==> config.mk <==
export PLATFORM = sky130hd
export DESIGN_NAME = mem_port_arbiter
export DESIGN_NICKNAME = d
export VERILOG_FILES = /design/src/rtl/mem_port_arbiter_pkg.sv /design/src/rtl/mem_port_arbiter_rr_arb2.sv /design/src/rtl/mem_port_arbiter.sv
export SDC_FILE = /design/constraint.sdc
export NUM_CORES = 1
export LEC_CHECK = 0
export CAP_MARGIN = 40
export CORE_MARGIN = 5
export CORE_UTILIZATION = 37
export DETAILED_ROUTE_END_ITERATION = 8
export PLACE_DENSITY_LB_ADDON = 0.2
export SLEW_MARGIN = 15
export SYNTH_ARGS = -nofsm -noshare
export SYNTH_HDL_FRONTEND = slang
export SYNTH_HIERARCHICAL = 1
export SYNTH_SLANG_ARGS = --single-unit
==> constraint.sdc <==
create_clock -name clk -period 1.4 [get_ports clk]
set_input_delay 0.14 -clock clk [delete_from_list [all_inputs] [get_ports clk]]
set_output_delay 0.14 -clock clk [all_outputs]
set_load 0.005 [all_outputs]
**Run 1: sequential cells coloured by netlist name**

Scale bar: 20 um. Other sequential cells in the stronger grey, the rest of the logic in the fainter grey.
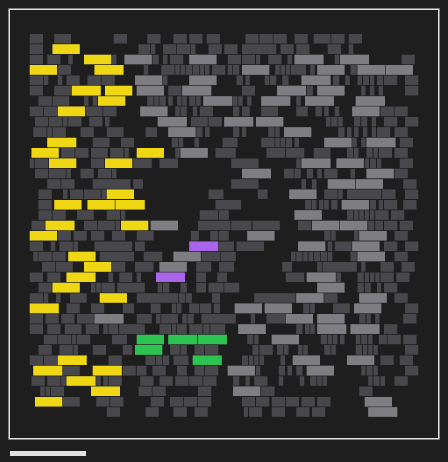
Yellow marks `mem_wdata`, flops 32, where a vertical strip on the left. Green marks `mem_addr`, flops 5, where bottom centre. Purple marks `state_q`, flops 2.
Another 69 sequential cells are not coloured.
sequential group power: 3360 uW
register area: 2210 sq um
post-layout util: 0.636
flop share of the area: 0.337

**Run 1: metal layers overlaid**

Scale bar: 20 um. Only two layers are drawn.
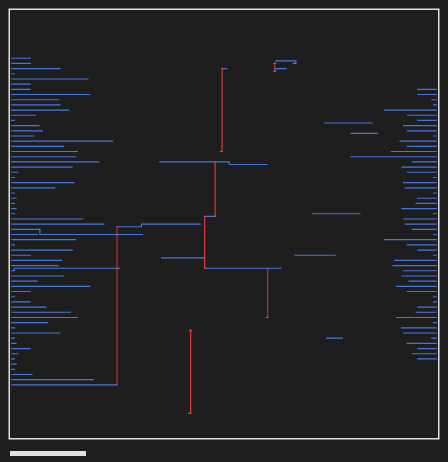
Red marks M4, wire length 128 um. Blue marks M3, wire length 1130 um.
Routed wire per std cell: 15.1 um
total number of vias: 3641
All-Layer GR Usage: 0.171

**Run 1: cells coloured by class**

Scale bar: 20 um.
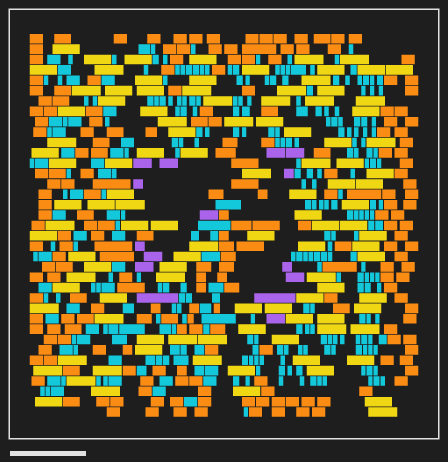
Cyan marks remaining logic cells, cells 297, share of their area 25%. Orange marks remaining buffers and delay cells, cells 215, share of their area 37%. Purple marks clock drivers and dummy loads, cells 15, share of their area 3.4%. Yellow marks sequential cells, cells 108, share of their area 35%.
cell area after layout: 6540 sq um
cell row count: 37
core region area: 10300 sq um

==> flow_summary.toml, run 1 <==
# flow metrics
[status]
status = "complete, but fails checks"
failed_checks = "negative setup slack"

[critical_path]
cpPeakStageDelay_ns = 0.33
arrival_ns = 1.70
crit_path_frequent_cell = "buf_6"
endpoint_kind = "flop"
r2r_cells = 7
path_cells = "buf_6 -> buf_6 -> nor4b_4 -> buf_6 -> clkbuf_16 -> nand2_1 -> a21oi_1"
rrSetupSlack_ns = -0.02
crit_type = "reg2reg"
startpoint_type = "flop"
worstPathRequired_ns = 1.68
path_max_fanout = 11
critPathSlowestCell = "dfxtp_2"

[floorplanning]
dieWidth_um = 112
die_height_um = 112
fp_util = 0.377
die_area_sq_um = 12600
io_pins = 184

[cells_and_area]
instances_no_fill = 771
fin_nets = 710
n_antenna_cell = 0
num-fill-cells = 880
lay_top_count = "clkdlybuf4s50_1"
area_delta_synth_final_pct = 69.0
final_cell_mix = "154 x clkdlybuf4s50_1, 127 x nand2_1, 72 x dfxtp_1, 68 x a21oi_1, 37 x mux2i_1"
drive_gt1_frac = 0.159

[run]
tool_warnings = 31
cap_violations = 0

[drt]
wirelength_mm = 11.6
dr.max_layer_used = "met4"
via_per_inst = 4.72
drc = 0
wl_met3_mm = 1.13
routedLengthMet1_mm = 4.82
first_pass_iters = 7
drt_iter0_drc = 158
antenna_left = 0
dr_wl_met2_mm = 5.54

[sta]
whs_ns = 0.227
slew-limit-headroom = 0.689
setup_ws_ns = -0.0214
layout_min_cycle_time_ns = 1.42
rsz0062_at_grt = "yes"
worst_pin_slew_ns = 0.466
final_max_slew_viol_count = 0
finClkSkew_ns = 0.0121
final_hold_viol_count = 0
fmax_mhz = 704
timing.final.crit_share = 1.02
setup_violations = 18
tns_ns = -0.163

[worst_hold_path]
hold_depth = 4
hold_path_class = "in2reg"

[global_routing]
antenna_found_initial = 0
grt_pass1_vias = 3645
grt_max_degree = 106
gr-total-overflow = 0
grt_pass1_wl_mm = 17.9

[yosys]
synth.avg_cell_area_sq_um = 8.84
synthAoiAreaFrac = 0.110
synth_area_sq_um = 3870
netlist_logic_family_top = "simple AND/OR/NAND/NOR gates"
edf_count = 0
syn_inst = 438
ys_chip_area_sq_um = 3870
ys_seq_share = 0.559
yosys_register_bits = 108
synth-warning-count = 6
ys_types = 23
adder_share = 0
xor_area_frac = 0
flop_cell = "dfxtp_1"
simple_gate_area_frac = 0.184
synth-async-reset-ratio = 0
ys_cells = 438
mux_share = 0.0957
fp_nets = 517

[clocking]
clock_path_buffers = 2
cts_hold_buffers = 0
clk_latency_ns = 0.36
cts-root-buf = "clkbuf_8"
cts_tree = "done"
h-tree-depth = 3
cts-buffers-inserted = 9
cts_sinks = 108
clk_pin_slew_ns = 0.09

[placed_design]
port_buffers = 183
dp_hpwl_mm = 7.95
place_area_sq_um = 5910
dp.cells = 744
routabilityCongestion = 0.724
place_ws_ns = -0.380

[power]
power_density_nw_per_um2 = 1040
finalPower_uw = 6780
p_leak_uw = 0.00278
worst_ir_drop_vdd_mv = 0.743
[run 1: metal layers]
| layer | vias up | GRT usage |
|---|---|---|
| li1 | 1815 | - |
| met2 | 145 | 0.291 |
| met1 | 1666 | 0.200 |
| met3 | 15 | 0.0765 |
| met5 | - | 0 |
| met4 | 0 | 0.0353 |
[run 1: critical path, delay by kind of cell (launching register included)]
family | cells | cell delay, ns
buffers and inverters | 4 | 0.58
flip-flops | 1 | 0.33
AND/OR/NAND/NOR | 2 | 0.32
AND-OR/OR-AND | 1 | 0.12
[run 1: synthesized netlist by cell type (2+ instances only)]
master	instances	area (sq um)
inv_1	2	7.51
and2_1	2	12.5
nor2_1	36	135
nor3b_1	2	15.0
nand2_1	131	492
buf_4	2	15.0
buf_6	6	67.6
o21ai_0	2	10.0
a21oi_1	71	355
clkbuf_1	14	52.6
a211oi_1	5	37.5
mux2i_1	37	370
buf_2	11	55.1
dfxtp_1	108	2160
[run 1: area by class of cell]
cell class | instances | area [sq um] | share of cell area
timing repair buffer | 215 | 2340 | 0.358
sequential | 108 | 2210 | 0.337
multi-input combinational | 295 | 1600 | 0.245
tap | 136 | 170 | 0.0260
clock buffer | 9 | 124 | 0.0189
clock inverter | 6 | 90.1 | 0.0138
inverter | 2 | 7.51 | 0.00115
[run 1: where the power goes]
group          internal, uW  leakage, uW  switching [uW]  total [uW]
clock network           998    0.0000936            1040        2040
logic                   843      0.00179             549        1390
registers              3260     0.000894            96.0        3360
total                  5100      0.00278            1680        6780
[run 1: what timing repair did]
item                       4_1_cts  5_1_grt
pin swaps                        2        4
buffers inserted                 4        2
setup endpoints to repair       76      153
resized                         24       78
gates cloned                     2        4
==> run 2: changes to the inputs <==
- ABC_AREA: default -> 1
- CORE_UTILIZATION: 37 -> 38
**Run 2: track usage over the die**

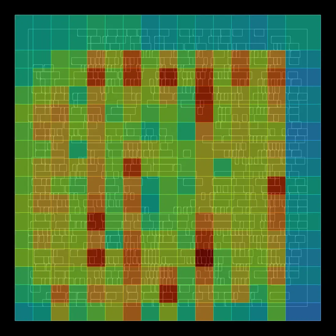
Routed wire per std cell: 13.5 um
Top Usage Layer GRT: met2
GR Util met1: 0.227

==> run 2 against run 1 <==
  * The flow now finishes without violations
  * Synthesized cell count up 40%
  * First-iteration DRC count rose by 110%
  * Clock power increased by 15%
  * Die size is 8.5% higher
  * Critical path depth shrank 6
  * Utilization decreased by 4.5 points
  * Clock skew decreased by 0.0078 ns
  * Count of clock-buffer cells in the layout increased by 5
  * Power grew 11%
  * Sequential share of layout area decreased by 1.4 points
  * Register-to-register slack better by 0.11 ns
  * Largest power group unchanged
  * Critical path type is now reg2out
  * Worst setup slack improved by 0.077 ns
==> flow_summary.toml, run 2 <==
# flow metrics
[critical_path]
critPathSlowestCell = "clkdlybuf4s50_1"
path_max_fanout = 2
arrival_ns = 1.20
r2r_cells = 7
endpoint_kind = "output pin"
rrSetupSlack_ns = 0.09
critical_path_buf_inv_count = 1
worstPathRequired_ns = 1.26
startpoint_type = "flop"
path_cells = "clkdlybuf4s50_1"
crit_type = "reg2out"
cpPeakStageDelay_ns = 0.53
cp.depth = 1
cp_top_family = "buffers and inverters"

[cells_and_area]
n_antenna_cell = 0
design_area_sq_um = 6690
final_cell_mix = "174 x clkdlybuf4s50_1, 132 x nand2_1, 110 x nor2_1, 105 x dfxtp_1, 99 x nand3_1"
drive_gt1_frac = 0.0619
fin_util = 0.591
area_delta_synth_final_pct = 54.1
seqCellArea_sq_um = 2170
lay_top_count = "clkdlybuf4s50_1"
num-fill-cells = 1079
fin_nets = 866
final-comb-area_sq_um = 1790
instances_no_fill = 934

[power]
worst_ir_drop_vdd_mv = 0.749
p_switching_uw = 1980
power_density_nw_per_um2 = 1120
switching_share = 0.264
seq_power_share = 0.458
finalPower_uw = 7510
p_int_uw = 5520
p_leak_uw = 0.00287
pwr-share-comb = 0.229
clockPowerShare = 0.313

[floorplanning]
fp_util = 0.384
dieWidth_um = 117
die_height_um = 117
die_area_sq_um = 13700
core_area_sq_um = 11300
io_pins = 184
row_count = 39

[yosys]
flop_cell = "dfxtp_1"
top_cell = "nand2_1"
synthTopCellsByArea = "dfxtp_1 50%, nand2_1 11%, nand3_1 11%"
ys_cells = 612
ys_types = 14
ys_chip_area_sq_um = 4340
yosys_register_bits = 108
ys_seq_share = 0.498
top_area_cell = "dfxtp_1"
edf_count = 0
synth_top_area_share = 0.498
synth-async-reset-ratio = 0
syn_inst = 612
synth_area_sq_um = 4340
synth-warning-count = 6
fp_nets = 691
synth.avg_cell_area_sq_um = 7.10
common_cells = "132 x nand2_1, 111 x nor2_1, 108 x dfxtp_1, 99 x nand3_1, 67 x a21oi_1"

[global_routing]
grt_pass1_vias = 4381
grt_use_total = 0.187
grt_pass1_wl_mm = 20.6
antenna_found_initial = 0
grt_max_degree = 63
gr-total-overflow = 0

[sta]
setup_violations = 0
timing.final.crit_share = 0.960
finClkSkew_ns = 0.00438
whs_ns = 0.373
worst_pin_slew_ns = 0.370
rsz0062_at_grt = "no"
final_hold_viol_count = 0
setup_ws_ns = 0.0560
final_max_slew_viol_count = 0
tns_ns = 0
slew-limit-headroom = 0.753
fmax_mhz = 744
layout_min_cycle_time_ns = 1.34

[drt]
antenna_left = 0
via_per_inst = 4.76
drc = 0
wirelength_mm = 12.6
vias = 4447
drt_iter0_drc = 335
first_pass_iters = 4

[clocking]
clock_path_buffers = 2
cts-root-buf = "clkbuf_16"
h-tree-depth = 3
cts_sinks = 108
clk_pin_slew_ns = 0.07
cts_hold_buffers = 0
cts-buffers-inserted = 9
cts_tree = "done"
clk_latency_ns = 0.34

[placed_design]
dp_hpwl_mm = 9.12
routabilityCongestion = 0.811
place_ws_ns = -0.153
place_area_sq_um = 6390
dp.cells = 918
port_buffers = 183

[run]
cap_violations = 0
tool_warnings = 26

[worst_hold_path]
hold_path_class = "in2reg"
hold_depth = 3

[status]
status = "finished clean"
run 2: netlist changes by cell type after synthesis, sizes merged, moves of 2 or more:
cell / before / now
nor3b: 2 / 0
inv: 2 / 47
mux2i: 37 / 0
nand3: 0 / 99
buf: 19 / 39
and2: 2 / 0
o21ai: 2 / 0
a21oi: 71 / 67
clkbuf: 14 / 5
a211oi: 5 / 0
nor2: 36 / 115
a21boi: 2 / 0
run 2: worst register-to-register path, stage by stage (launching register included):
cell	delay, ns
dfxtp_2	0.33
buf_4	0.14
nor2_4	0.11
buf_4	0.18
nand2_1	0.10
buf_12	0.19
nand2_1	0.07
a21oi_1	0.06
run 2: layer usage:
metal  vias up  track usage  wire length (um)
li1       2277            -                 -
met1      1997        0.227              5240
met2       154        0.300              5850
met3        19       0.0694              1290
met4         0       0.0765               235
met5         -            0                 0
run 2: logic make-up after synthesis:
kind of cell,count (synthesis),synth area share
compound gates,67,0.0772
simple gates,346,0.332
flops,108,0.498
buf+inv,91,0.0930
run 2: power by group through the flow:
stage	logic (uW)	clock network [uW]	registers, uW
after detailed placement	1720	0	3510
after global placement	1700	0	3500
final	1720	2350	3440
after global routing	1920	2570	3470
after CTS	1740	2410	3440
after floorplan	779	0	3510
run 2: cell type report:
class	count	share of cell area
clock inverter	1	0.00112
clock buffer	14	0.0394
timing repair buffer	208	0.315
inverter	47	0.0264
tap	143	0.0267
multi-input combinational	413	0.267
sequential	108	0.324
run 2: timing repair:
| action | 4_1_cts | 5_1_grt |
|---|---|---|
| setup endpoints to repair | 2 | 26 |
| pin swaps | 1 | 0 |
| buffers inserted | 1 | 0 |
| hold endpoints to repair | 0 | 0 |
| gates resized | 5 | 11 |
Power is estimated from default activity; no workload was simulated.
